File: config.mk
export PLATFORM = sky130hd
export DESIGN_NAME = midi_msg_merger
export DESIGN_NICKNAME = d
export VERILOG_FILES = /design/src/rtl/midi_msg_merger.sv
export SDC_FILE = /design/constraint.sdc
export NUM_CORES = 1
export LEC_CHECK = 0
export CAP_MARGIN = 20
export CORE_ASPECT_RATIO = 1.1
export CORE_MARGIN = 2
export CORE_UTILIZATION = 40
export CTS_BUF_LIST = sky130_fd_sc_hd__clkbuf_2 sky130_fd_sc_hd__clkbuf_4 sky130_fd_sc_hd__clkbuf_8
export DETAILED_ROUTE_END_ITERATION = 12
export PLACE_DENSITY = 0.55
export RECOVER_POWER = 25
export SYNTH_ARGS = -nofsm -noshare
export SYNTH_HDL_FRONTEND = slang
export SYNTH_SLANG_ARGS = --single-unit
File: constraint.sdc
create_clock -name clk -period 5.3 [get_ports clk]
set_clock_uncertainty 0.15 [all_clocks]
set_input_delay 1.06 -clock clk [delete_from_list [all_inputs] [get_ports clk]]
set_output_delay 1.06 -clock clk [all_outputs]
set_load 0.05 [all_outputs]
File: src/rtl/midi_msg_merger.sv
// midi_msg_merger: merges NUM_IN received MIDI byte streams onto one transmit
// byte stream without splitting messages, and resolves running status per input.
// Ports:
//   clk, rst             clock; synchronous active-high reset
//   rx_data/rx_valid     per-input received bytes (input i at [8i+7:8i]), no backpressure
//   tx_data/tx_valid     merged byte, held until tx_ready
//   tx_ready             transmitter accepts when tx_valid && tx_ready
//   sel_set/sel_clr      pulses that set/clear out_en bits (clear wins)
//   out_en               registered per-output enable
//   ovf/ovf_clr          sticky per-input FIFO overflow flag and its clear pulse
module midi_msg_merger #(
    parameter int unsigned NUM_IN     = 4,
    parameter int unsigned NUM_OUT    = 4,
    parameter int unsigned FIFO_DEPTH = 16
) (
    input  logic                  clk,
    input  logic                  rst,
    input  logic [8*NUM_IN-1:0]   rx_data,
    input  logic [NUM_IN-1:0]     rx_valid,
    output logic [7:0]            tx_data,
    output logic                  tx_valid,
    input  logic                  tx_ready,
    input  logic [NUM_OUT-1:0]    sel_set,
    input  logic [NUM_OUT-1:0]    sel_clr,
    output logic [NUM_OUT-1:0]    out_en,
    output logic [NUM_IN-1:0]     ovf,
    input  logic [NUM_IN-1:0]     ovf_clr
);
    localparam int unsigned AW = $clog2(FIFO_DEPTH);
    localparam int unsigned PW = AW + 1;
    localparam int unsigned IW = $clog2(NUM_IN);
    localparam int unsigned SW = IW + 1;

    typedef enum logic [1:0] {IDLE, INS_STATUS, SEND, SYSEX} state_t;

    logic [7:0]                  mem [NUM_IN][FIFO_DEPTH];
    logic [NUM_IN-1:0][PW-1:0]   wr_ptr, rd_ptr;
    logic [NUM_IN-1:0][7:0]      head_byte;
    logic [NUM_IN-1:0]           empty, full, wr_en, pop;
    logic [NUM_IN-1:0][7:0]      rs_byte;
    logic [NUM_IN-1:0]           rs_vld;

    state_t          state_q, state_d;
    logic [IW-1:0]   grant_q, grant_d, rr_q, rr_d, cand;
    logic [1:0]      rem_q, rem_d;
    logic [SW-1:0]   srch;
    logic            found, slot_free, emit, rs_ld, rs_clr, g_empty;
    logic [7:0]      emit_byte, c_head, g_head;

    // Total message length implied by a status byte (data bytes never reach here).
    function automatic logic [1:0] msg_len(input logic [7:0] b);
        logic [1:0] n;
        n = 2'd1;
        if (b < 8'hC0)                    n = 2'd3;
        else if (b < 8'hE0)               n = 2'd2;
        else if (b < 8'hF0)               n = 2'd3;
        else if (b == 8'hF1 || b == 8'hF3) n = 2'd2;
        else if (b == 8'hF2)              n = 2'd3;
        return n;
    endfunction

    function automatic logic [IW-1:0] rr_after(input logic [IW-1:0] g);
        return (32'(g) == NUM_IN - 1) ? '0 : g + IW'(1);
    endfunction

    // FIFO status and head bytes
    always_comb begin
        for (int i = 0; i < NUM_IN; i++) begin
            head_byte[i] = mem[i][rd_ptr[i][AW-1:0]];
            empty[i]     = (wr_ptr[i] == rd_ptr[i]);
            full[i]      = (wr_ptr[i][PW-1] != rd_ptr[i][PW-1]) &&
                           (wr_ptr[i][AW-1:0] == rd_ptr[i][AW-1:0]);
        end
    end

    // A pop in the same cycle frees the slot for a write into a full FIFO
    always_comb begin
        for (int i = 0; i < NUM_IN; i++) begin
            wr_en[i] = rx_valid[i] && (!full[i] || pop[i]);
        end
    end

    // Round-robin search for the first non-empty FIFO starting at rr_q
    always_comb begin
        found = 1'b0;
        cand  = rr_q;
        srch  = '0;
        for (int k = 0; k < NUM_IN; k++) begin
            srch = {1'b0, rr_q} + SW'(k);
            if (srch >= SW'(NUM_IN)) srch = srch - SW'(NUM_IN);
            if (!found && !empty[srch[IW-1:0]]) begin
                found = 1'b1;
                cand  = srch[IW-1:0];
            end
        end
    end

    assign c_head    = head_byte[cand];
    assign g_head    = head_byte[grant_q];
    assign g_empty   = empty[grant_q];
    assign slot_free = !tx_valid || tx_ready;

    // Arbiter state register
    always_ff @(posedge clk) begin
        if (rst) begin
            state_q <= IDLE;
            grant_q <= '0;
            rr_q    <= '0;
            rem_q   <= '0;
        end else begin
            state_q <= state_d;
            grant_q <= grant_d;
            rr_q    <= rr_d;
            rem_q   <= rem_d;
        end
    end

    // Arbiter next state; IDLE emits a status head directly to meet two-cycle latency
    always_comb begin
        state_d   = state_q;
        grant_d   = grant_q;
        rr_d      = rr_q;
        rem_d     = rem_q;
        pop       = '0;
        emit      = 1'b0;
        emit_byte = '0;
        rs_ld     = 1'b0;
        rs_clr    = 1'b0;
        unique case (state_q)
            IDLE: begin
                if (found) begin
                    grant_d = cand;
                    if (!c_head[7]) begin
                        if (rs_vld[cand]) state_d = INS_STATUS;
                        else              pop[cand] = 1'b1;
                    end else if (slot_free) begin
                        pop[cand] = 1'b1;
                        emit      = 1'b1;
                        emit_byte = c_head;
                        if (c_head == 8'hF0) begin
                            rs_clr  = 1'b1;
                            state_d = SYSEX;
                        end else begin
                            if (c_head < 8'hF0)      rs_ld  = 1'b1;
                            else if (c_head < 8'hF8) rs_clr = 1'b1;
                            if (msg_len(c_head) == 2'd1) begin
                                rr_d = rr_after(cand);
                            end else begin
                                rem_d   = msg_len(c_head) - 2'd1;
                                state_d = SEND;
                            end
                        end
                    end
                end
            end
            INS_STATUS: begin
                if (slot_free) begin
                    emit      = 1'b1;
                    emit_byte = rs_byte[grant_q];
                    rem_d     = msg_len(rs_byte[grant_q]) - 2'd1;
                    state_d   = SEND;
                end
            end
            SEND: begin
                if (!g_empty) begin
                    if (g_head >= 8'hF8) begin
                        if (slot_free) begin
                            pop[grant_q] = 1'b1;
                            emit         = 1'b1;
                            emit_byte    = g_head;
                        end
                    end else if (g_head[7]) begin
                        state_d = IDLE;
                    end else if (slot_free) begin
                        pop[grant_q] = 1'b1;
                        emit         = 1'b1;
                        emit_byte    = g_head;
                        rem_d        = rem_q - 2'd1;
                        if (rem_q == 2'd1) begin
                            state_d = IDLE;
                            rr_d    = rr_after(grant_q);
                        end
                    end
                end
            end
            SYSEX: begin
                if (!g_empty) begin
                    if (g_head == 8'hF7) begin
                        if (slot_free) begin
                            pop[grant_q] = 1'b1;
                            emit         = 1'b1;
                            emit_byte    = g_head;
                            state_d      = IDLE;
                            rr_d         = rr_after(grant_q);
                        end
                    end else if (g_head[7] && g_head < 8'hF8) begin
                        state_d = IDLE;
                    end else if (slot_free) begin
                        pop[grant_q] = 1'b1;
                        emit         = 1'b1;
                        emit_byte    = g_head;
                    end
                end
            end
            default: state_d = IDLE;
        endcase
    end

    // FIFO storage (contents need no reset; pointers define validity)
    always_ff @(posedge clk) begin
        for (int i = 0; i < NUM_IN; i++) begin
            if (wr_en[i]) mem[i][wr_ptr[i][AW-1:0]] <= rx_data[8*i +: 8];
        end
    end

    // FIFO pointers and sticky overflow; a new overflow beats ovf_clr
    always_ff @(posedge clk) begin
        if (rst) begin
            wr_ptr <= '0;
            rd_ptr <= '0;
            ovf    <= '0;
        end else begin
            for (int i = 0; i < NUM_IN; i++) begin
                if (pop[i])   rd_ptr[i] <= rd_ptr[i] + PW'(1);
                if (wr_en[i]) wr_ptr[i] <= wr_ptr[i] + PW'(1);
                if (rx_valid[i] && !wr_en[i]) ovf[i] <= 1'b1;
                else if (ovf_clr[i])          ovf[i] <= 1'b0;
            end
        end
    end

    // Per-input running status
    always_ff @(posedge clk) begin
        if (rst) begin
            rs_vld  <= '0;
            rs_byte <= '0;
        end else if (rs_ld) begin
            rs_vld[cand]  <= 1'b1;
            rs_byte[cand] <= c_head;
        end else if (rs_clr) begin
            rs_vld[cand]  <= 1'b0;
        end
    end

    // Output byte register
    always_ff @(posedge clk) begin
        if (rst) begin
            tx_valid <= 1'b0;
            tx_data  <= '0;
        end else if (emit) begin
            tx_valid <= 1'b1;
            tx_data  <= emit_byte;
        end else if (tx_ready) begin
            tx_valid <= 1'b0;
        end
    end

    // Output enables; clear wins over set
    always_ff @(posedge clk) begin
        if (rst) out_en <= '0;
        else     out_en <= (out_en | sel_set) & ~sel_clr;
    end
endmodule

Fig. 1: placement view
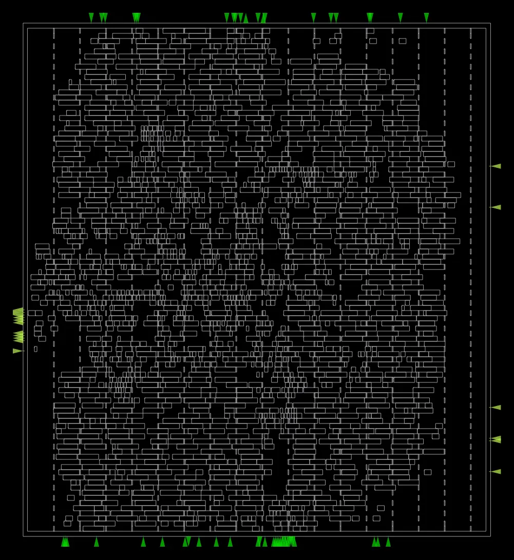
core area: 64,740 um2
fraction of area in registers: 57.96%
Non-Filler Instances: 2,656
Fill cells: 5,654
Final Util: 46.38%

Fig. 2: metal layers overlaid
(1.5 px per um) Only two layers are drawn.
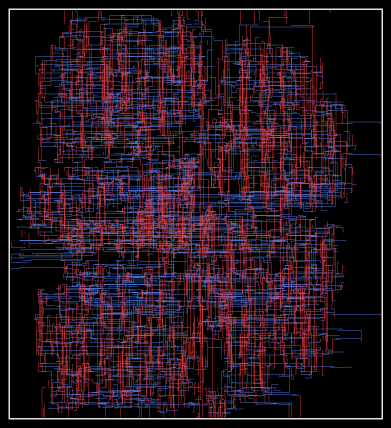
Key: blue = met1 [wire length 27.7 mm]; red = met2 [wire length 30.2 mm]
vias: 14,410
Detailed Route WL: 62,390 um
GRT Overall Usage: 18.87%

==> changes_impl.md <==
## Implementation

- Seq cells: 613
- Net Count, Synth: 1,637
- Gates resized, CTS repair: 0
- Ports: 68
- Post-CTS Setup Bufs: 0
- GRT overflow: 0
- Internal: 9245 uW
- Number of enable flip-flop cells: 512
- Max_cap viols: 1
- Achievable Freq: 0.2128 GHz
- Hold Crit Start: rs_byte[31]$_SDFFE_PP0P_
- Lkg Pwr: 0.009798 uW
- Switch Pwr: 4375 uW
- Worst Setup End Kind: register
- R2r worst-path depth: 13
- Vias per inst: 5.425
- Crit path DRT: 5.45 ns
- Cell Area, Synth: 26,120 um2
- Tcrit/Tclk final: 88.67%
- Most used flip-flop cell: edfxtp_1
- Yosys reg bits: 613
- Vias in the first global route: 14,773
- Final min period: 4.699 ns
- Crit path buffers/inverters: 2
- HPWL Detailed: 41,670 um
- Crit path arrival time: 4.85 ns
- OpenROAD warning count: 44
- # nets final: 1,800
- Tap Count: 850
- Slew Limit Headroom: -103.6%
- Detail Route Antenna Nets: 0
- Final hold vios: 0
- DR pass1 iterations: 5
- Flop pwr share: 40.8%
- FF/Latch Area: 17,400 um2
- N_diodes: 1
- Worst r2r src: rd_ptr[16]$_SDFFE_PP0P_
- R2R Setup Slk: 0.60 ns
- Post-synthesis async set-or-reset flop share: 0%
- CP Depth: 13
- VDD IR max: 262.2 uV
- Top Layout Cells: edfxtp_1, nor2_1, mux4_2
- Clk sink count: 613
- Ys cells: 1,557
- Cell Type Count: 94
- Antenna violations before repair: 1
- RSZ-0062 raised after global routing: false
- Critical Path Start: rd_ptr[16]$_SDFFE_PP0P_
- GRT busiest layer: met2
- Largest net degree at the start of global routing: 59
- H-tree Lvls: 3
- Inverters: 29
- Die Size: 67,360 um2
- Worst-Margin Slew: 3.055 ns
- Most numerous logic cell after layout: edfxtp_1
- Area Overhead vs Synth: 14.98%
- Routability cong.: 0.9362
- Reg2reg end: mem[3][87]$_DFFE_PP_
- Status: complete, but fails checks
- Buffers, non-clock: 138
- CP Class: register to register
- Setup-failing EPs final: 0
- GR met2 Demand/Resource: 29.83%
- Top sig layer: met4
- Multi-In Gates: 837
- Vert. Die Dim: 272 um
- Crit path to: mem[3][87]$_DFFE_PP_
- Syn_area_per_cell: 16.77 um2
- Buffering overhead: 4.296%
- Switching share of total power: 32.12%
- CP startpoint kind: register
- Clk root buf: clkbuf_8
- Clock buf count: 135
- WL met1: 27,690 um
- Met2 WL: 30,170 um
- Synth Seq Share: 66.61%
- Min-delay worst type: register to register
- Max-area cell class: flip-flops and latches
- Clock-cell share: 6.791%
- Synth Warn #: 0
- Logic area: 8119 um2
- Hold Path End: rs_byte[31]$_SDFFE_PP0P_
- Floorplan utilization: 40.34%
- Avg WL per Cell: 23.49 um
- Setup TNS: 0 ns
- CP max stage cell: nor2_1
- TritonCTS buffer count: 101
- Met3 wire length: 3262 um
- Worst path max stage delay: 0.77 ns
- Worst skew pair latency: 0.71 ns
- Max Root-Sink Buffers: 3
- Met1 GRT Util: 26.17%
- Horiz. Die Dim: 247.6 um
- Clock Power Share: 30.5%
- Share of layout cells above drive strength 1: 24.93%
- Fraction of area in multi-input gates: 27.04%
- Port Buf Inserts: 67
- Hold-fix buffers, CTS: 0
- CTS tree: built
- Hold Crit Depth: 2
- 1st-iter DRT viols: 1,131
- Clock transition at path regs: 0.06 ns
- DRC violations left: 0
- Post-placement cell count: 2,464
- PwrDens: 453.5 nW/um2
- Comb power frac: 28.6%
- Hold Worst Slack: 0.2999 ns
- Crit-path max FO: 12
- Violated checks: max-capacitance violations, max-slew violations
- Cells after Synth: 1,557
- First-pass GRT wire length: 94,000 um
- CP Cell Sequence: buf_4 -> mux4_2 -> o22ai_1 -> nor3_1 -> buf_4 -> mux4_2 -> and2_1 -> a31oi_2 -> nor2_1 -> a41oi_4 -> a21boi_4 -> nand2_1 -> nor2_1
- Yosys stat area: 26,120 um2
- CP top delay family: simple AND/OR/NAND/NOR gates
- Final Slew Violations: 59
Fig. 3: placement by cell class
(1 px per um)
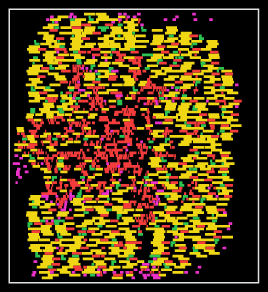
Key: yellow = flops [cells 613, share of their area 60%]; magenta = other buffers and delay cells [cells 138, share of their area 4.5%]; red = all other logic [cells 866, share of their area 28%]; green = clock drivers and dummy loads [cells 188, share of their area 7.0%]
design area: 30,030 um2
# rows: 98

Fig. 4: the metal 3 layer
(1.5 px per um)
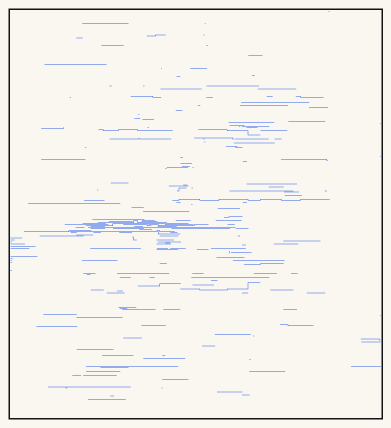
The longest straight run is 98.0 um. The layer holds 5.2% of the routed length. The layer carries 3,260 um of wire. 124 nets have wire on it. The wires run mostly horizontal.
GRT met3 Usage: 4.148%

-- worst min-delay path, cell delays in order, from the launching register on --
cell	delay, ns
dfxtp_1	0.30
inv_1	0.05
a21oi_1	0.05
-- power by group through the flow --
stage / Clock [uW] / Sequential, uW / Combinational [uW]
floorplan: 0 / 5640 / 2830
global placement: 0 / 5660 / 3850
detailed placement: 0 / 5660 / 3870
CTS: 4290 / 5560 / 3880
global route: 4510 / 5590 / 4190
finish: 4160 / 5560 / 3900
-- stage by stage --
step / instance area, um2 / power, uW / worst slack (ns)
after floorplan: 26120 / 8469 / 1.194
after global placement: 27970 / 9510 / 0.3631
after detailed placement: 27980 / 9532 / 0.3493
after CTS: 30020 / 13740 / 0.3440
after global routing: 30030 / 14290 / 0.3297
final: 30030 / 13620 / 0.6005
-- Yosys cell counts (19+ instances only) --
cell type	n	share of area [%]
o22ai_1	24	0.57
mux2i_1	60	2.3
mux4_2	136	12
dfxtp_1	101	7.7
nor2_1	147	2.1
a21oi_1	43	0.82
nor3_1	25	0.48
clkbuf_1	25	0.36
xor2_1	19	0.64
xnor2_1	26	0.87
nand2_1	71	1.0
nand2b_1	26	0.62
inv_1	25	0.36
nand3_1	20	0.38
ha_1	29	1.4
edfxtp_1	512	59
-- state kept, by name, summed over array words and instances, names as in the netlist, named ones only --
register	flops
ovf	4
rd_ptr	20
wr_ptr	20
tx_valid	1
grant_q	2
tx_data	8
out_en	4
mem	512
rs_byte	32
rr_q	2
state_q	2
rem_q	2
-- kinds of logic after synthesis --
family	share of synthesized area, %
DFF	66.61
and+or+nand+nor	7.531
muxes	15.51
AOI/OAI and AO/OA	4.939
buffers and inverters	2.304
xor gates and xnor gates	1.720
adders and majority gates	1.389
Power figures rest on the tool's default switching activity, not on a simulated workload.
